$ cat config.mk
export PLATFORM = sky130hd
export DESIGN_NAME = hdc_mem_arbiter_flat
export DESIGN_NICKNAME = d
export VERILOG_FILES = /design/src/rtl/hdc_mem_arbiter_if.sv /design/src/rtl/hdc_mem_arbiter.sv /design/src/flat_wrapper.sv
export SDC_FILE = /design/constraint.sdc
export NUM_CORES = 1
export LEC_CHECK = 0
export CORE_AREA = 8 8 175 177
export DETAILED_ROUTE_END_ITERATION = 6
export DIE_AREA = 0 0 183 185
export PLACE_DENSITY = 0.7
export SYNTH_ARGS = -nofsm -noshare
export SYNTH_HDL_FRONTEND = slang
export SYNTH_SLANG_ARGS = --single-unit
$ cat constraint.sdc
create_clock -name clk -period 5.1 [get_ports clk]
set_input_delay 0.51 -clock clk [delete_from_list [all_inputs] [get_ports clk]]
set_output_delay 0.51 -clock clk [all_outputs]
set_load 0.05 [all_outputs]
$ cat src/rtl/hdc_mem_arbiter_if.sv
// Requester and RAM-side bus of the hypervector memory arbiter.
// Latency: none (wires only).
// Backpressure: per-requester valid/ready on read and write; read data tagged by rsp_valid.
interface hdc_mem_arbiter_if #(
    parameter int N_REQ  = 4,
    parameter int ADDR_W = 21,
    parameter int DATA_W = 32
);
    // read request side
    logic [N_REQ-1:0]        rd_valid;
    logic [N_REQ*ADDR_W-1:0] rd_addr;
    logic [N_REQ-1:0]        rd_lock;
    logic [N_REQ-1:0]        rd_ready;
    logic [N_REQ-1:0]        rsp_valid;
    logic [DATA_W-1:0]       rsp_data;
    // write request side
    logic [N_REQ-1:0]        wr_valid;
    logic [N_REQ*ADDR_W-1:0] wr_addr;
    logic [N_REQ*DATA_W-1:0] wr_data;
    logic [N_REQ-1:0]        wr_lock;
    logic [N_REQ-1:0]        wr_ready;
    // RAM side
    logic                    ram_we_n;
    logic [ADDR_W-1:0]       ram_waddress;
    logic [DATA_W-1:0]       ram_data_i;
    logic [ADDR_W-1:0]       ram_raddress;
    logic [DATA_W-1:0]       ram_data_o;

    // arbiter view
    modport slave (
        input  rd_valid, rd_addr, rd_lock,
        output rd_ready, rsp_valid, rsp_data,
        input  wr_valid, wr_addr, wr_data, wr_lock,
        output wr_ready,
        output ram_we_n, ram_waddress, ram_data_i, ram_raddress,
        input  ram_data_o
    );

    // requester / RAM environment view
    modport master (
        output rd_valid, rd_addr, rd_lock,
        input  rd_ready, rsp_valid, rsp_data,
        output wr_valid, wr_addr, wr_data, wr_lock,
        input  wr_ready,
        input  ram_we_n, ram_waddress, ram_data_i, ram_raddress,
        output ram_data_o
    );
endinterface

$ cat src/rtl/hdc_mem_arbiter.sv
// Shares one 1W/1R RAM between N_REQ hypervector engines with independent round-robin+lock arbiters.
// Latency: grant/ready combinational; read response 1 cycle after the read handshake.
// Backpressure: losers see ready low and must hold valid; a lock pins the grant to its owner.

// Round-robin arbiter with grant lock, used for both RAM ports.
module hdc_mem_arbiter_rr #(
    parameter int N_REQ = 4
) (
    input  logic                 clk,
    input  logic                 reset_n,
    input  logic [N_REQ-1:0]     valid,
    input  logic [N_REQ-1:0]     lock,
    output logic [N_REQ-1:0]     ready,
    output logic                 gnt_vld,
    output logic [$clog2(N_REQ)-1:0] gnt_idx
);
    localparam int IDX_W = $clog2(N_REQ);

    typedef enum logic {ARB, LOCKED} state_e;

    state_e             state_q, state_d;
    logic [IDX_W-1:0]   rr_ptr_q, rr_ptr_d;
    logic [IDX_W-1:0]   lock_owner_q, lock_owner_d;
    logic [IDX_W-1:0]   cand;
    logic               hold;
    logic               found;

    // Grant selection and next arbiter state; ready is forced low while in reset.
    always_comb begin
        hold         = (state_q == LOCKED) && lock[lock_owner_q];
        found        = 1'b0;
        gnt_idx      = '0;
        cand         = '0;
        state_d      = state_q;
        rr_ptr_d     = rr_ptr_q;
        lock_owner_d = lock_owner_q;

        if (hold) begin
            found   = valid[lock_owner_q];
            gnt_idx = lock_owner_q;
        end else begin
            // walk from farthest to nearest so the nearest valid one from rr_ptr wins
            for (int k = N_REQ - 1; k >= 0; k--) begin
                cand = IDX_W'((int'(rr_ptr_q) + k) % N_REQ);
                if (valid[cand]) begin
                    found   = 1'b1;
                    gnt_idx = cand;
                end
            end
        end

        gnt_vld = found && reset_n;
        ready   = '0;
        if (gnt_vld) begin
            ready[gnt_idx] = 1'b1;
        end

        // a released lock falls straight back into normal arbitration this cycle
        if (!hold) begin
            state_d = ARB;
            if (gnt_vld) begin
                rr_ptr_d = IDX_W'((int'(gnt_idx) + 1) % N_REQ);
                if (lock[gnt_idx]) begin
                    state_d      = LOCKED;
                    lock_owner_d = gnt_idx;
                end
            end
        end
    end

    // Arbiter state registers.
    always_ff @(posedge clk or negedge reset_n) begin
        if (!reset_n) begin
            state_q      <= ARB;
            rr_ptr_q     <= '0;
            lock_owner_q <= '0;
        end else begin
            state_q      <= state_d;
            rr_ptr_q     <= rr_ptr_d;
            lock_owner_q <= lock_owner_d;
        end
    end
endmodule

module hdc_mem_arbiter #(
    parameter int N_REQ  = 4,
    parameter int ADDR_W = 21,
    parameter int DATA_W = 32
) (
    input  logic               clk,
    input  logic               reset_n,
    hdc_mem_arbiter_if.slave   bus
);
    localparam int IDX_W = $clog2(N_REQ);

    logic [N_REQ-1:0]  rd_rdy, wr_rdy;
    logic              rd_gnt_vld, wr_gnt_vld;
    logic [IDX_W-1:0]  rd_gnt_idx, wr_gnt_idx;

    logic [ADDR_W-1:0] waddr_q, waddr_d;
    logic [DATA_W-1:0] wdata_q, wdata_d;
    logic [ADDR_W-1:0] raddr_q, raddr_d;
    logic [N_REQ-1:0]  rsp_valid_q, rsp_valid_d;

    hdc_mem_arbiter_rr #(.N_REQ(N_REQ)) u_rd_arb (
        .clk     (clk),
        .reset_n (reset_n),
        .valid   (bus.rd_valid),
        .lock    (bus.rd_lock),
        .ready   (rd_rdy),
        .gnt_vld (rd_gnt_vld),
        .gnt_idx (rd_gnt_idx)
    );

    hdc_mem_arbiter_rr #(.N_REQ(N_REQ)) u_wr_arb (
        .clk     (clk),
        .reset_n (reset_n),
        .valid   (bus.wr_valid),
        .lock    (bus.wr_lock),
        .ready   (wr_rdy),
        .gnt_vld (wr_gnt_vld),
        .gnt_idx (wr_gnt_idx)
    );

    // RAM address/data mux: follow the granted requester, otherwise hold the last grant.
    always_comb begin
        waddr_d     = waddr_q;
        wdata_d     = wdata_q;
        raddr_d     = raddr_q;
        rsp_valid_d = rd_rdy;
        if (wr_gnt_vld) begin
            waddr_d = bus.wr_addr[int'(wr_gnt_idx)*ADDR_W +: ADDR_W];
            wdata_d = bus.wr_data[int'(wr_gnt_idx)*DATA_W +: DATA_W];
        end
        if (rd_gnt_vld) begin
            raddr_d = bus.rd_addr[int'(rd_gnt_idx)*ADDR_W +: ADDR_W];
        end
    end

    // Held RAM addresses/data and the response tag that tracks the RAM's 1-cycle read.
    always_ff @(posedge clk or negedge reset_n) begin
        if (!reset_n) begin
            waddr_q     <= '0;
            wdata_q     <= '0;
            raddr_q     <= '0;
            rsp_valid_q <= '0;
        end else begin
            waddr_q     <= waddr_d;
            wdata_q     <= wdata_d;
            raddr_q     <= raddr_d;
            rsp_valid_q <= rsp_valid_d;
        end
    end

    assign bus.rd_ready     = rd_rdy;
    assign bus.wr_ready     = wr_rdy;
    assign bus.ram_we_n     = ~wr_gnt_vld;
    assign bus.ram_waddress = waddr_d;
    assign bus.ram_data_i   = wdata_d;
    assign bus.ram_raddress = raddr_d;
    assign bus.rsp_valid    = rsp_valid_q;
    // no forwarding: same-cycle write/read of one address yields the RAM's old word
    assign bus.rsp_data     = bus.ram_data_o;
endmodule
$ cat src/flat_wrapper.sv
// flat-port wrapper written by rule: the top's interface ports become plain ports
module hdc_mem_arbiter_flat 
#(
    parameter int N_REQ  = 4,
    parameter int ADDR_W = 21,
    parameter int DATA_W = 32
)
  (clk, reset_n, bus_rd_valid, bus_rd_addr, bus_rd_lock, bus_rd_ready, bus_rsp_valid, bus_rsp_data, bus_wr_valid, bus_wr_addr, bus_wr_data, bus_wr_lock, bus_wr_ready, bus_ram_we_n, bus_ram_waddress, bus_ram_data_i, bus_ram_raddress, bus_ram_data_o);
  hdc_mem_arbiter_if #(.N_REQ(N_REQ), .ADDR_W(ADDR_W), .DATA_W(DATA_W)) bus_i ();
  input  logic clk;
  input  logic reset_n;
  input wire logic [$bits(bus_i.rd_valid)-1:0] bus_rd_valid;
  input wire logic [$bits(bus_i.rd_addr)-1:0] bus_rd_addr;
  input wire logic [$bits(bus_i.rd_lock)-1:0] bus_rd_lock;
  output wire logic [$bits(bus_i.rd_ready)-1:0] bus_rd_ready;
  output wire logic [$bits(bus_i.rsp_valid)-1:0] bus_rsp_valid;
  output wire logic [$bits(bus_i.rsp_data)-1:0] bus_rsp_data;
  input wire logic [$bits(bus_i.wr_valid)-1:0] bus_wr_valid;
  input wire logic [$bits(bus_i.wr_addr)-1:0] bus_wr_addr;
  input wire logic [$bits(bus_i.wr_data)-1:0] bus_wr_data;
  input wire logic [$bits(bus_i.wr_lock)-1:0] bus_wr_lock;
  output wire logic [$bits(bus_i.wr_ready)-1:0] bus_wr_ready;
  output wire logic [$bits(bus_i.ram_we_n)-1:0] bus_ram_we_n;
  output wire logic [$bits(bus_i.ram_waddress)-1:0] bus_ram_waddress;
  output wire logic [$bits(bus_i.ram_data_i)-1:0] bus_ram_data_i;
  output wire logic [$bits(bus_i.ram_raddress)-1:0] bus_ram_raddress;
  input wire logic [$bits(bus_i.ram_data_o)-1:0] bus_ram_data_o;
  assign bus_i.rd_valid = bus_rd_valid;
  assign bus_i.rd_addr = bus_rd_addr;
  assign bus_i.rd_lock = bus_rd_lock;
  assign bus_rd_ready = bus_i.rd_ready;
  assign bus_rsp_valid = bus_i.rsp_valid;
  assign bus_rsp_data = bus_i.rsp_data;
  assign bus_i.wr_valid = bus_wr_valid;
  assign bus_i.wr_addr = bus_wr_addr;
  assign bus_i.wr_data = bus_wr_data;
  assign bus_i.wr_lock = bus_wr_lock;
  assign bus_wr_ready = bus_i.wr_ready;
  assign bus_ram_we_n = bus_i.ram_we_n;
  assign bus_ram_waddress = bus_i.ram_waddress;
  assign bus_ram_data_i = bus_i.ram_data_i;
  assign bus_ram_raddress = bus_i.ram_raddress;
  assign bus_i.ram_data_o = bus_ram_data_o;
  hdc_mem_arbiter #(.N_REQ(N_REQ), .ADDR_W(ADDR_W), .DATA_W(DATA_W)) u_core (.clk(clk), .reset_n(reset_n), .bus(bus_i));
endmodule
==> notes.md, run 1 <==
Summary of implementation figures.

Status
The run finished with clean final reports.

CTS
Looking at the clock tree report, the root buffer type is clkbuf_16. The total number of H-tree levels is 3. The CTS tree is built. As reported, the later end of the worst-skew pair has a clock insertion delay of approximately 0.35 ns. The number of hold buffers added after cts is 0. The maximum buffer depth of the clock tree is 2. The number of buffers added by the clock tree synthesis step is 9. For this design, the sink count on the clock tree is 88. In the CTS report, the clock slew at the register clock pins of the worst setup and hold paths is listed as 0.08 ns.

The number of buffers inserted by post-CTS setup repair is 0. In this run, post-CTS repair resized a total of 0 instances.

Run
The tool flagged a number of max-cap violations equal to 0. In this run the tools logged warnings totalling 32.

Logic synthesis
According to the Yosys statistics, the synthesized design has a chip area of roughly 0.0067 mm². The cell total in the yosys stat output is 579. Synthesis inferred 88 register bits. The synthesized instance count is a little under 600.

The gate-level netlist out of Yosys references 46 unique cell types. The synthesis report lists the Yosys warning total as 0. The post-synthesis instance area is around 0.0067 mm². At floorplan, the net count of the design was reported as between 900 and 1000. The per-instance average area after synthesis is approximately 11 µm². Sequential cells were found to cover between 30% and 40% of the synthesized design area.

Final timing
Setup repair after global routing left no endpoint under its margin. In the finished design, the share of the clock period the worst path needs comes to between 80% and 90%. The setup total negative slack is 0 ns. The measured slew at the worst slew-check pin is around 0.74 ns. The final tally of max-slew violations is 0. The number of setup violations in the final report is 0. The final critical-path setup slack is ~0.94 ns. The number of hold violations in the final report is 0.

The relative slew slack is 50.70%. The worst hold margin is 0.1925 ns. For the final database, setup skew stands at about 0.016 ns. For the finished layout, the period the worst path requires is 4.157 ns.

The highest attainable clock frequency is ~0.24 GHz.

Cells and area
The data-path buffer share of cell area in the final layout is roughly 39%. In the final layout, the multi-input gates occupy around 0.0039 mm². The multi-input gate count is just over 400.

The number of nets in the final layout is between 1000 and 1500. The number of antenna repair diodes is 0. Non-clock inverters in the final layout number 11. The fraction of layout cells with a size suffix above 1 is 14.56%. The share of final layout cell area taken by clock buffers and inverters is roughly 2.5%. The count of buffers not belonging to the clock network in the layout is 412. The number of fill cells is about 2800. The final layout contains a sequential cell count of ~88. The area taken by sequential standard cells is reported as approximately 0.0022 mm².

The leading cell category by total area is non-clock buffers. The clock buffer count is 10. The area of all placed cells without fillers is 0.01121 mm². The sequential fraction of total cell area is around 20%. Across the whole layout, multi-input logic makes up 34.45% of the cell area. The non-filler instance count after layout is around 1300.

Between the synthesized netlist and the finished layout, the area growth was recorded as 68.44%.

Routing
After detailed routing, the number of remaining DRC violations is 0. The detailed router finished its first iteration with 133 violations. The script logs the mean routed wire length per placed instance as slightly below 20 µm.

The residual antenna-violating net count after detailed routing is 0. The number of iterations in the first detailed-routing pass is 4. The detailed router placed ~5900 vias in this run.

Per the detail_route report, vias per standard cell equal 4.451. The detailed-route wire length is between 20 and 30 mm.

Setup path
Looking at the critical path, the highest net fanout was roughly 46. According to the timing report, the arrival time at the worst endpoint equals between 3 and 4 ns. STA classifies the critical path startpoint as a primary input. The type of destination of the critical path is an output pin. At the worst endpoint, the required time is about 4.6 ns. The worst setup path is of the in -> out kind.

Placed design
After its last routability iteration, the placer logged a weighted congestion of ~0.86. The port buffer count is approximately 400. After legalization and detailed placement, the total HPWL measured 21.17 mm.

The number of instances in the placed design is around 1300. The placed instance area is 0.01094 mm². Logged for this run, the post-placement worst setup slack is roughly 0.89 ns.

Floorplanning
The tap cell count is between 300 and 400. The total die size is between 0.03 and 0.04 mm². During I/O placement, the number of pins put on the boundary was between 400 and 500. The die is 185 µm tall.

The horizontal die dimension is 183 µm. The count of standard-cell rows is about 62.

Power
The worst-case vdd ir drop is 0.4792 mV. Power spread over the standard cell area amounts to about 660 mW/mm². The total power after layout is ~7400 µW.

The static leakage power is 0.004781 µW.

GRT
The initial antenna violation count is 0. Entering global routing, the biggest net connects about 70 pins. The first global-routing pass estimated between 30 and 40 mm of wire.

The sum of overflow across all layers after global routing is 0. The via count of the first global-routing pass is 6602.

Min path
The type of the tightest min-delay check is in -> async.
==> run 1: registers in the layout, summed over array words and instances (netlist names) <==
| signal | count |
|---|---|
| u_core.wdata_q | 32 |
| u_core.raddr_q | 21 |
| u_core.waddr_q | 21 |
| u_core.bus.rsp_valid | 4 |
| u_core.u_rd_arb.lock_owner_q | 2 |
| u_core.u_rd_arb.rr_ptr_q | 2 |
| u_core.u_wr_arb.lock_owner_q | 2 |
| u_core.u_wr_arb.rr_ptr_q | 2 |
| u_core.u_rd_arb.state_q | 1 |
| u_core.u_wr_arb.state_q | 1 |
==> run 1: final timing paths <==
kind	start	to	slack (ns)	depth (start not counted)
worst max-delay path	bus_wr_lock[1]	bus_ram_data_i[3]	0.94	10
worst min-delay path	reset_n	u_core.bus.rsp_valid[0]	0.19	1
worst max register to register	u_core.u_rd_arb.lock_owner_q[1]	u_core.raddr_q[20]	2.33	6
worst min register to register	u_core.wdata_q[7]	u_core.wdata_q[7]	0.49	1
max in group asynchronous	reset_n	u_core.waddr_q[18]	3.78	2
min in group clk	u_core.wdata_q[7]	u_core.wdata_q[7]	0.49	1
==> run 1: critical path: stages <==
cell and delay, ns:
clkdlybuf4s50_1 0.50, mux2i_1 0.13, o22ai_4 0.30, a221oi_2 0.10, a21oi_4 0.27, buf_12 0.32
buf_4 0.24, mux2i_1 0.19, mux2_2 0.18, clkdlybuf4s50_1 0.82
==> run 1: kinds of logic (layout without fill, tap and decap cells) <==
kind of cell             Yosys count  after routing  synth area share, %
multiplexers                     273            273                42.76
flip-flops                        88             88                33.08
buffers and inverters             82            437                9.398
AND/OR/NAND/NOR                   81             81                6.485
AND-OR/OR-AND                     47             47                6.767
adder cells (fa/ha/maj)            8              8                1.504
==> run 1: power breakdown <==
part	internal (µW)	total [µW]	switching [µW]
sequential	1050	1180	129
clock	374	675	301
combinational	2330	5540	3210
total	3750	7390	3640
==> run 1: synth_stat cells (all sizes together) <==
cell type	number	share of area [%]
a21boi	1	0.11
a21o	1	0.11
a21oi	8	0.71
a221o	1	0.15
a221oi	1	0.23
a311oi	1	0.13
and2	8	0.75
buf	67	8.5
clkbuf	4	0.24
dfrtp	88	33
ha	8	1.5
inv	11	0.62
mux2	61	10
mux2i	210	32
mux4	2	0.68
nand2	28	1.6
nand2b	6	0.60
nor2	4	0.23
nor2b	4	0.38
nor3	2	0.15
nor4	1	0.094
o211ai	21	3.4
o21ai	5	0.38
o221ai	2	0.45
o22ai	3	0.58
o2bb2ai	1	0.13
o31ai	1	0.11
o32ai	1	0.24
or2	3	0.28
or3	22	2.1
or3b	1	0.13
or4	2	0.23
==> run 1: routing by layer <==
layer  GRT usage, %  wire (µm)
met3          6.336       2731
met4          3.806        367
met2          25.51      12690
met1          16.14      10130
met5              0          0
==> run 1: placed cells by master, fill, tap and decap left out, drive strengths merged, types with 2 or more instances in the layout <==
cell type	instances
buf	35
ha	8
o22ai	3
nor2	4
or2	3
dfrtp	88
inv	11
mux2	61
nor3	2
or3	22
and2	8
clkinv	2
mux2i	210
or4	2
o221ai	2
nor2b	4
mux4	2
nand2b	6
o21ai	5
nand2	28
clkdlybuf4s50	377
o211ai	21
clkbuf	10
a21oi	8
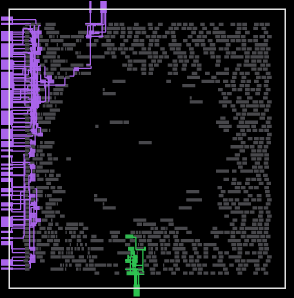
Figure 1: run 1, port wiring.
Drawn at 1.5 px/µm.
legend:
  `bus_rd_addr`:
    colour: purple
    bits: 84
    direction: input
    end_cells: 42
    buffers: 84
    wire: 2200 µm
  `bus_wr_valid`:
    colour: green
    bits: 4
    direction: input
    end_cells: 11
    buffers: 4
    wire: 180 µm

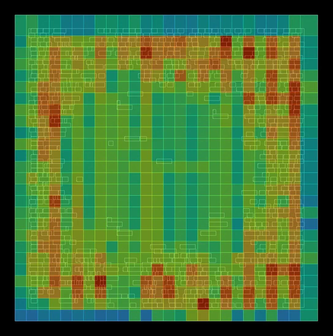
Figure 2: run 1, track usage over the die.
global routing met3 resource utilization: 6.336%
Global Route met1 Usage: 16.14%
Overall Global Routing Usage: 14.64%
Final Util: 39.93%
met2 track demand over resource: 25.51%

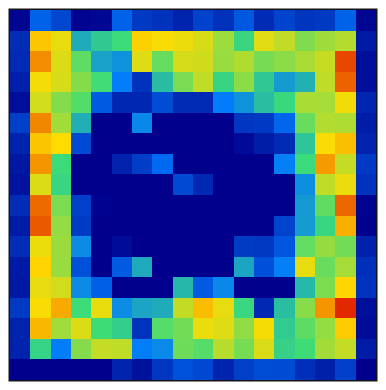
Figure 3: run 1, cell density map.
Drawn at 2 px/µm. The die is cut into 18 by 18 equal tiles; dark blue is low, red is high, 0 to 100% covered.
emptiest ninth of the die: middle
tiles over 75% full: 6.8%
fullest tile: 96%
core footprint: 0.02808 mm²
Init Core Util: 23.70%

Figure 4. M4 wires (run 1).
Drawn at 2 px/µm. Supply wires on this layer in grey.
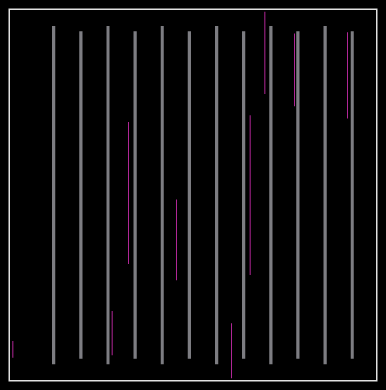

==> run 2, diff against run 1 <==
--- a/config.mk
+++ b/config.mk
@@ -5,10 +5,10 @@
 export SDC_FILE = /design/constraint.sdc
 export NUM_CORES = 1
 export LEC_CHECK = 0
-export CORE_AREA = 8 8 175 177
+export CORE_AREA = 8 8 177 179
 export DETAILED_ROUTE_END_ITERATION = 6
-export DIE_AREA = 0 0 183 185
-export PLACE_DENSITY = 0.7
+export DIE_AREA = 0 0 185 187
+export PLACE_DENSITY = 0.69
 export SYNTH_ARGS = -nofsm -noshare
 export SYNTH_HDL_FRONTEND = slang
 export SYNTH_SLANG_ARGS = --single-unit
==> constraint.sdc (replaced) <==
create_clock -name clk -period 4.1 [get_ports clk]
set_input_delay 0.41 -clock clk [delete_from_list [all_inputs] [get_ports clk]]
set_output_delay 0.41 -clock clk [all_outputs]
set_load 0.05 [all_outputs]
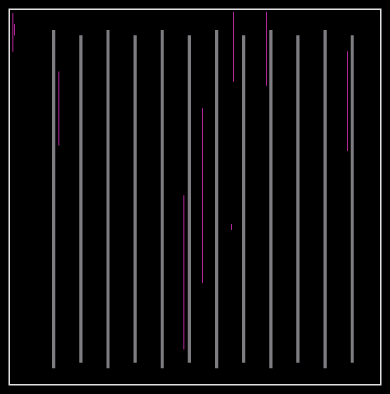
Figure 5: run 2, M4 wires.
Drawn at 2 px/µm. Supply wires on this layer in grey.
wire length on this layer: 349 µm
nets with wire on the layer: 9
via count: 5840
Final Routed Wirelength: 25.72 mm

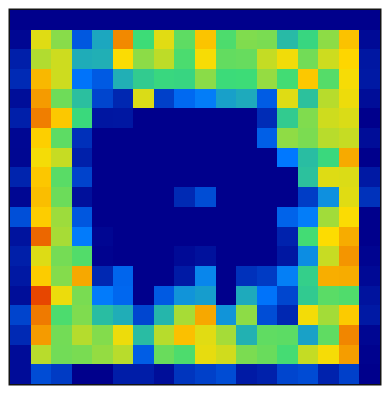
Figure 6: run 2, cell density map.
Drawn at 2 px/µm. The die is cut into 18 by 19 equal tiles; dark blue is low, red is high, 0 to 100% covered.
emptiest ninth of the die: middle
nearly empty tiles: 30%
fullest tile: 92%
mean over tiles: 31%
Init Core Util: 23.44%
Final Util: 39.30%
core footprint: 0.02839 mm²

==> run 2 against run 1 <==
Against the previous run: count of clock-buffer cells in the layout up 3; via count decreased by 0.44%; routed wire length down 0.74%; largest cell class unchanged; highest routed layer is now met5.
==> notes.md, run 2 <==
Summary of implementation figures.

Logic synthesis
The per-instance average area after synthesis is approximately 11 µm². After synthesis the netlist holds a flip-flop and latch count of ~90. The cell type that accounts for the most area after synthesis is dfrtp_1. The synthesized netlist occupies a cell area of 0.006656 mm². Per the synthesis report, the AND-OR/OR-AND share of the synthesized area is under 10%. After Yosys synthesis, XOR and XNOR cells account for 0% of the synthesized area.

The synthesized netlist net count is 933. Counting every instance in the synthesized netlist gives around 580. The commonest cells after synthesis are mux2i_1, dfrtp_1, mux2_2. Among the non-sequential cells, multiplexers take the most area. The synthesized design devotes to its leading area cell type between 30% and 40% of total area.

The part of the Yosys area used for sequential elements is 33.08%. The most frequently used cell type in the post-synthesis netlist is mux2i_1. The simple logic cell fraction of the synthesized area is under 10%. The gate-level netlist out of Yosys references 46 unique cell types. The share of synthesized area spent on multiplexers is a little over two fifths. The cell total in the yosys stat output is slightly below 600. The number of synthesized flops with an enable pin is 0.

By area the synthesized netlist is led by dfrtp_1, mux2i_1, mux2_2, buf_4, buf_6. Of the total synthesized cell area, the portion taken by full adders, half adders and majority gates is about 1.5%. For this run, the leading register cell type out of synthesis is dfrtp_1.

For this run, the number of Yosys warnings is 0. The Yosys chip area is approximately 0.0067 mm². In the synthesized netlist the async set-or-reset flop fraction comes to 100.0%.

CTS
For this design, the sink count on the clock tree is roughly 88. The clock H-tree reported by CTS has 3 levels. The number of gates resized after cts is 0. The number of clock buffers added by TritonCTS is 9. CTS reports a maximum clock tree buffer depth of 2. The CTS tree is built. The worst-skew pair later-pin latency is 0.35 ns.

The root cell of the clock tree is clkbuf_16. The clock transition time at the flip-flop clock pins of the worst setup and hold paths is about 0.070 ns. Per the repair_timing log after CTS, setup buffers inserted total 0.

Run
The number of maximum-capacitance violations recorded for the run is 0. The logs give a warning total of 32.

GRT
The wire length of the first global-routing pass is a little under 40 mm. After global routing the overflow that remains totals 0. The via count of the first global-routing pass is roughly 6500. The pin count of the biggest net entering global routing is between 60 and 70. The initial antenna violation count is 5.

Setup path
The required time at the worst endpoint is listed as around 3.7 ns. The type of destination of the critical path is an output pin. According to the timing report, the arrival time at the worst endpoint equals 3.30 ns. The critical path start-end classification is in -> out. Along the worst path, the maximum fanout reaches just over 60.

STA classifies the critical path startpoint as a primary input. The critical path's slowest stage uses the library cell clkdlybuf4s50_1. Along the critical path, the tally of buffer and inverter instances is 5. The delay of the slowest cell on the worst path is 0.54 ns. The critical path goes through clkdlybuf4s50_1 > a21boi_0 > o221ai_2 > a21oi_4 > buf_12 > buf_12 > buf_4 > mux2i_1 > mux2i_1 > mux2_2 > buf_4. The kind of cell adding the most delay to the critical path is buffers and inverters.

Status
The run finished with clean final reports.

Routing
The number of design-rule violations left by the first detailed-router iteration is 143. Per the post-route antenna check, the number of violating nets is 0. The number of iterations in the first detailed-routing pass is 4. For this run, design rule violations remaining after detail routing come to 0. The number of vias per cell is between 4 and 5.

Final timing
The smallest clock period supported by the final layout is computed as 3.707 ns. The highest attainable clock frequency is between 0.2 and 0.3 GHz. The final tally of max-slew violations is 0. The setup total negative slack is 0 ns. The worst-case max-slew headroom was logged as a little over half. Setup repair after global routing left no endpoint under its margin.

The final clock skew is about 0.0086 ns. The number of setup violations in the final report is 0. The transition time recorded at the tightest slew-check pin is about 0.7 ns.

The part of the cycle the worst path needs is approximately nine tenths. The number of hold violations in the final report is 0.

Floorplanning
The chip occupies 0.03460 mm². The count of standard-cell rows is 62. The y dimension of the die is between 150 and 200 µm. The horizontal die dimension is 185 µm. For this design the top-level I/O count stands at around 470.

Cells and area
Ranked by flip-flop count, first place goes to u_core.wdata_q. The final report gives the standard cell area, fillers excluded, as between 0.01 and 0.015 mm². The most common logic cell in the routed design is clkdlybuf4s50_1. The fraction of layout cells with a size suffix above 1 is 20.19%. The largest registers in the layout are u_core.wdata_q x32, u_core.raddr_q x21, u_core.waddr_q x21. For this run, the post-layout net count is about 1300. The register with the most flip-flops in the layout has 32 of them.

The top cell types in the final layout, fill and taps aside, are clkdlybuf4s50_1, mux2i_1, dfrtp_1, buf_4, mux2_2. The synthesis-to-layout area growth is 67.65%.

Placed design
The buffer_ports step reported a buffer count of 400. The detailed placer's ending HPWL is between 20 and 25 mm. RePlAce ended its routability-driven mode at a weighted congestion of roughly 0.84.

Per the detailed placement report, the placed cell area equals ~0.011 mm².

Power
Dividing total power by cell area gives a power density of 813.5 mW/mm². The analysis reports a worst IR drop on VDD of 0.4466 mV. The static leakage power is a little under 0.005 µW.

Min path
The worst hold path belongs to the class in -> async.
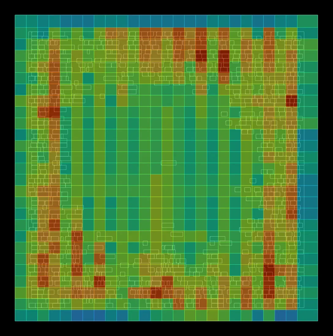
Figure 7: run 2, track usage over the die.
Global Route met1 Usage: 16.14%
met2 track demand over resource: 23.29%
routed len/inst: 19.36 µm
busiest layer in global routing: met2
Overall Global Routing Usage: 14.33%

-- run 2: cell counts after synthesis --
Identical to the previous run, type by type.
-- run 2: power by group --
part	switching [µW]	internal (µW)	leakage, µW
logic	3980	2810	0.00367
registers	154	1300	0.00105
clock network	363	474	0.000134
-- run 2: per-layer routing --
metal / vias to the layer above / track usage (%) / share of wire [%] / routed length (µm)
met2: 307 / 23.29 / 47 / 12050
met1: 2713 / 16.14 / 40 / 10170
li1: 2798 / - / - / -
met5: - / 0 / 0.051 / 13
met4: 2 / 4.495 / 1.4 / 348
met3: 20 / 7.148 / 12 / 3144
-- run 2: metrics by stage --
step                      cells  power [µW]  utilization, %  hold WS [ns]  setup WS, ns
final                      1329        9078           39.30        0.4166        0.3928
after global routing       1328        9581           39.30        0.3961        0.2203
after CTS                  1325        9212           39.27        0.3916        0.3632
after detailed placement   1308        8332           38.24        0.2277        0.3928
after global placement     1308        8291           38.24        0.2281        0.4980
after floorplan             579        6270               -        0.1144         1.262
-- run 2: logic make-up after synthesis --
logic type	Yosys count
muxes	273
DFF	88
buffers and inverters	82
adders and majority gates	8
and+or+nand+nor	81
AOI/OAI and AO/OA	47
-- run 2: area by class of cell --
type / count / area, µm²
multi-input combinational: 409 / 3866
clock buffer: 13 / 240.2
inverter: 11 / 41.29
tap: 384 / 480.5
antenna: 4 / 10.01
fill: 2840 / 17230
sequential: 88 / 2202
timing repair buffer: 417 / 4277
clock inverter: 3 / 42.54
-- run 2: worst paths after layout --
kind | startpoint | end | slack, ns | cells after the start
worst max-delay path | bus_wr_valid[1] | bus_ram_data_i[14] | 0.39 | 11
worst min-delay path | reset_n | u_core.u_rd_arb.rr_ptr_q[1] | 0.42 | 2
worst max register to register | u_core.u_wr_arb.lock_owner_q[1] | u_core.wdata_q[14] | 1.25 | 9
worst min register to register | u_core.waddr_q[12] | u_core.waddr_q[12] | 0.50 | 1
max in group asynchronous | reset_n | u_core.wdata_q[7] | 2.83 | 3
min in group clk | u_core.waddr_q[12] | u_core.waddr_q[12] | 0.50 | 1
-- run 2: repair_timing --
action	in CTS	in global routing
endpoints found under the setup margin	0	0
hold endpoints to repair	2	0
hold buffers	1	0
-- run 2: worst reg2reg max path, stage by stage (launching register included) --
cell	delay, ns
dfrtp_1	0.53
mux2i_1	0.37
nor2_1	0.14
a21oi_4	0.15
buf_12	0.20
buf_12	0.36
buf_4	0.33
mux2i_1	0.24
mux2i_1	0.12
mux2_2	0.29
==> run 3, diff against run 2 <==
--- a/config.mk
+++ b/config.mk
@@ -5,6 +5,7 @@
 export SDC_FILE = /design/constraint.sdc
 export NUM_CORES = 1
 export LEC_CHECK = 0
+export CAP_MARGIN = 40
 export CORE_AREA = 8 8 177 179
 export DETAILED_ROUTE_END_ITERATION = 6
 export DIE_AREA = 0 0 185 187
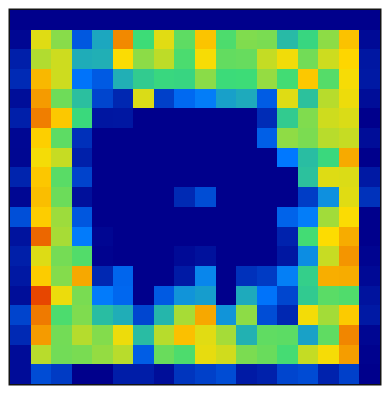
Figure 8: run 3, cell density map.
Drawn at 2 px/µm. The die is cut into 18 by 19 equal tiles; dark blue is low, red is high, 0 to 100% covered.
mean over tiles: 31%
nearly empty tiles: 30%
emptiest ninth of the die: middle
fullest tile: 92%
tiles over 75% full: 8.5%

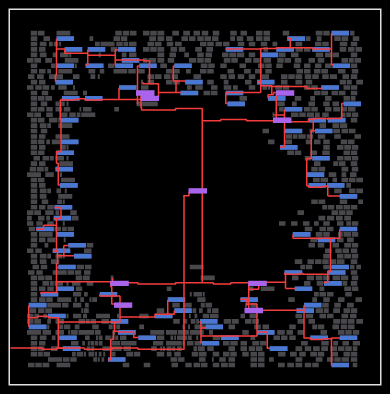
Figure 9: run 3, routed clock nets over the placement.
Drawn at 2 px/µm.
legend:
  clock wires:
    colour: red
    length: 1590 µm
  flip-flops:
    colour: blue
    count: 88
  clock drivers:
    colour: purple
    count: 9
flops lie: all over the die
power of the clock network: 836 µW
Latency at later pin: 0.35 ns
share of power burned in the clock network: 9.2%

==> run 3 against run 2 <==
Against the previous run: power is the same; clock power is essentially flat; critical path type unchanged; fmax unchanged; routed wire length is the same; utilization unchanged; sequential share of layout area unchanged.
==> notes.md, run 3 <==
Summary of implementation figures.

Status
The run finished with clean final reports.

Logic synthesis
Yosys attributes the largest share of cell area to dfrtp_1, mux2i_1, mux2_2, buf_4, buf_6. At floorplan, the net count of the design was reported as slightly above 900. In the synthesis report, Yosys lists the chip area as approximately 0.0067 mm². The flip-flop cell with the highest count after synthesis is dfrtp_1. The number of flip-flops and latches in the synthesized netlist is approximately 88. The area fraction of the dominant cell type after synthesis is 33.08%. The synthesis report gives the async set-or-reset register share as 100.0%. Sorting the Yosys area breakdown by cell type puts at the top dfrtp_1.

The cell count after synthesis is slightly below 600. Sorting the synthesized cells by how often they occur yields mux2i_1, dfrtp_1, mux2_2. The synthesized netlist occupies a cell area of 0.006656 mm². The cell total in the yosys stat output is between 500 and 600. The gate-level netlist out of Yosys references roughly 46 unique cell types. The warning tally printed by Yosys for this design is 0.

A synthesized cell averages ~11 µm². The most frequently used cell type in the post-synthesis netlist is mux2i_1. The synthesized design contains 0 enable-type register cells. Sequential elements use roughly a third of the synthesized area.

Cells and area
The flip-flop count of the largest register, all copies and words added is 32. The combinational cell area excluding buffers and inverters is ~0.0039 mm². In this run the layout overhead on the synthesized area is reported as 67.65%.

The registers reported with the highest flop counts are u_core.wdata_q x32, u_core.raddr_q x21, u_core.waddr_q x21. The register with the most flip-flops in the final layout is u_core.wdata_q. By instance count after routing, the leading logic cell types are clkdlybuf4s50_1, mux2i_1, dfrtp_1, buf_4, mux2_2. The utilization after layout is between 30 and 40%. The number of fill cells is between 2000 and 3000. The fraction of layout cells with a size suffix above 1 is about a fifth. The area of all placed cells without fillers is 0.01116 mm².

The most common logic cell in the routed design is clkdlybuf4s50_1. For this run, the post-layout net count is 1290. Registers take 0.002202 mm².

GRT
The via count of the first global-routing pass is 6538. The wire length of the first global-routing pass is 38.45 mm. Entering global routing, the biggest net connects just over 60 pins. The overall track demand over capacity in global routing is between 10% and 20%.

The sum of overflow across all layers after global routing is 0. The initial antenna violation count is 5.

CTS
The root cell of the clock tree is clkbuf_16. The total number of H-tree levels is 3. The maximum buffer depth of the clock tree is 2. The number of buffers inserted by post-CTS setup repair is 0. The clock sink total is between 80 and 90. The CTS report gives the tree buffer count as 9. TritonCTS built the clock tree.

Post-CTS repair changed the size of 0 cells. The clock transition time at the flip-flop clock pins of the worst setup and hold paths is about 0.070 ns. After clock tree synthesis, the flow added hold-fix buffers numbering 1.

Setup path
The largest individual stage delay along the critical path comes from the cell clkdlybuf4s50_1. The type of destination of the critical path is an output pin. The critical register-to-register path endpoint is u_core.wdata_q[14]. The timing report lists the critical path depth as 11 cells. The cell sequence reported for the critical path is clkdlybuf4s50_1 > a21boi_0 > o221ai_2 > a21oi_4 > buf_12 > buf_12 > buf_4 > mux2i_1 > mux2i_1 > mux2_2 > buf_4. The script reports the combined buffer and inverter count of the critical path as 5. The most critical setup path has its endpoint at bus_ram_data_i[14].

The flop-to-flop setup slack is ~1.3 ns. On the critical path the largest part of the delay comes from buffers and inverters. STA lists the startpoint of the worst register-to-register path as u_core.u_wr_arb.lock_owner_q[1]. Data on the critical path is required at its endpoint by between 3 and 4 ns. The critical path start-end classification is in -> out. The kind of start point of the critical path is a primary input. The report puts the cell count of the worst reg-to-reg path at 9. The delay of the slowest cell on the worst path is ~0.54 ns.

The critical path data arrival time is 3.30 ns. In this run the worst path has a maximum fanout of roughly 61. The timing startpoint of the critical path is bus_wr_valid[1].

Final timing
The number of setup violations in the final report is 0. The number of hold violations in the final report is 0. For the final routed database, the setup TNS stands at 0 ns. The relative slew slack is 53.68%. The worst path needs between 3 and 4 ns of the cycle, external delays included. The highest attainable clock frequency is 0.2697 GHz. The final clock skew is around 0.0086 ns. Setup repair after global routing left no endpoint under its margin. The final tally of max-slew violations is 0.

At the pin with the least slew margin, the transition time is just under 0.7 ns. The part of the cycle the worst path needs is 90.42%.

Routing
The number of design-rule violations left by the first detailed-router iteration is between 100 and 150. The iteration count recorded for the first detailed-route pass is 4. The remaining design rule violation count is 0. After detailed routing, the number of vias per cell comes to ~4.4.

The routed layout has 5840 vias. The average wire length per cell after detail routing is 19.36 µm. The detailed-route wire length is between 20 and 30 mm. The count of nets left with antenna violations once routing finished came out at 0.

Floorplanning
The region available for standard cell placement spans ~0.028 mm². The y dimension of the die is approximately 190 µm. The horizontal die dimension is 185 µm. The starting density of the core is roughly a quarter.

The total die size is approximately 0.035 mm². The floorplan has around 62 rows. The I/O pin total is approximately 470.

Placed design
Summed over all nets, the half-perimeter wirelength after detailed placement is 21.30 mm. As logged by OpenROAD, the buffers inserted on ports number about 400. In this run the cell area measured after placement is roughly 0.011 mm². The routability congestion estimate from global placement is 0.8399.

Power
The worst-case vdd ir drop is about 0.45 mV. Per the OpenROAD power report, leakage power amounts to ~0.0049 µW. The flow reported a cell area power density of about 800 mW/mm².

Min path
The type of the tightest min-delay check is in -> async.

Run
The total of max-cap violations is 0. The total tool warning count is 32.
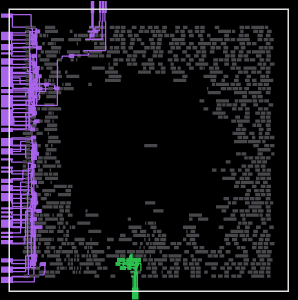
Figure 10: run 3, port wiring.
Drawn at 1.5 px/µm.
legend:
  `bus_wr_valid`:
    colour: green
    bits: 4
    direction: input
    end_cells: 11
    buffers: 4
    wire: 148 µm
  `bus_rd_addr`:
    colour: purple
    bits: 84
    direction: input
    end_cells: 42
    buffers: 84
    wire: 2230 µm

[run 3: cell counts after synthesis]
No cell type changed its count.
[run 3: report_power, final]
part           total (µW)  switching [µW]  leakage, µW  internal, µW
combinational        6780            3980      0.00367          2810
clock                 836             363     0.000134           474
sequential           1460             154      0.00105          1300
total                9080            4490      0.00486          4580
[run 3: how the worst min path moves through the flow]
| stage | from | to | slack, ns | cells after the start |
|---|---|---|---|---|
| 2_1_floorplan | reset_n | u_core.bus.rsp_valid[0] | 0.11 | 0 |
| 3_3_place_gp | reset_n | u_core.u_rd_arb.rr_ptr_q[1] | 0.23 | 1 |
| 3_5_place_dp | reset_n | u_core.u_rd_arb.rr_ptr_q[1] | 0.23 | 1 |
| 4_1_cts | reset_n | u_core.u_rd_arb.rr_ptr_q[1] | 0.39 | 2 |
| 5_1_grt | reset_n | u_core.u_rd_arb.rr_ptr_q[1] | 0.40 | 2 |
| 6_report | reset_n | u_core.u_rd_arb.rr_ptr_q[1] | 0.42 | 2 |
[run 3: logic make-up (layout without fill, tap and decap cells)]
kind of cell	after synthesis	in the layout	synth area share [%]
muxes	273	273	42.76
AOI/OAI and AO/OA	47	47	6.767
other	0	4	0
buffers and inverters	82	444	9.398
adders and majority gates	8	8	1.504
and+or+nand+nor	81	81	6.485
DFF	88	88	33.08
[run 3: per-layer routing]
layer	part of all wire [%]	global-route usage, %	vias up
met4	1.4	4.495	2
met2	47	23.29	307
met3	12	7.148	20
li1	-	-	2798
met5	0.051	0	-
met1	40	16.14	2713
[run 3: metrics by stage]
stage	instances	setup WS, ns	hold slack (ns)	total power [µW]
finish	1329	0.3928	0.4166	9078
global route	1328	0.2203	0.3961	9581
CTS	1325	0.3632	0.3916	9212
detailed placement	1308	0.3928	0.2277	8332
global placement	1308	0.4980	0.2281	8291
floorplan	579	1.262	0.1144	6270
[run 3: cell type report]
type	count	share of cell area, %
well taps	384	4.305
clock inverters	3	0.3812
inverters	11	0.3700
repair buffers	417	38.32
clock buffers	13	2.153
flip-flops and latches	88	19.73
multi-input cells	409	34.65
diodes	4	0.08970
Power and IR drop assume default switching activity.
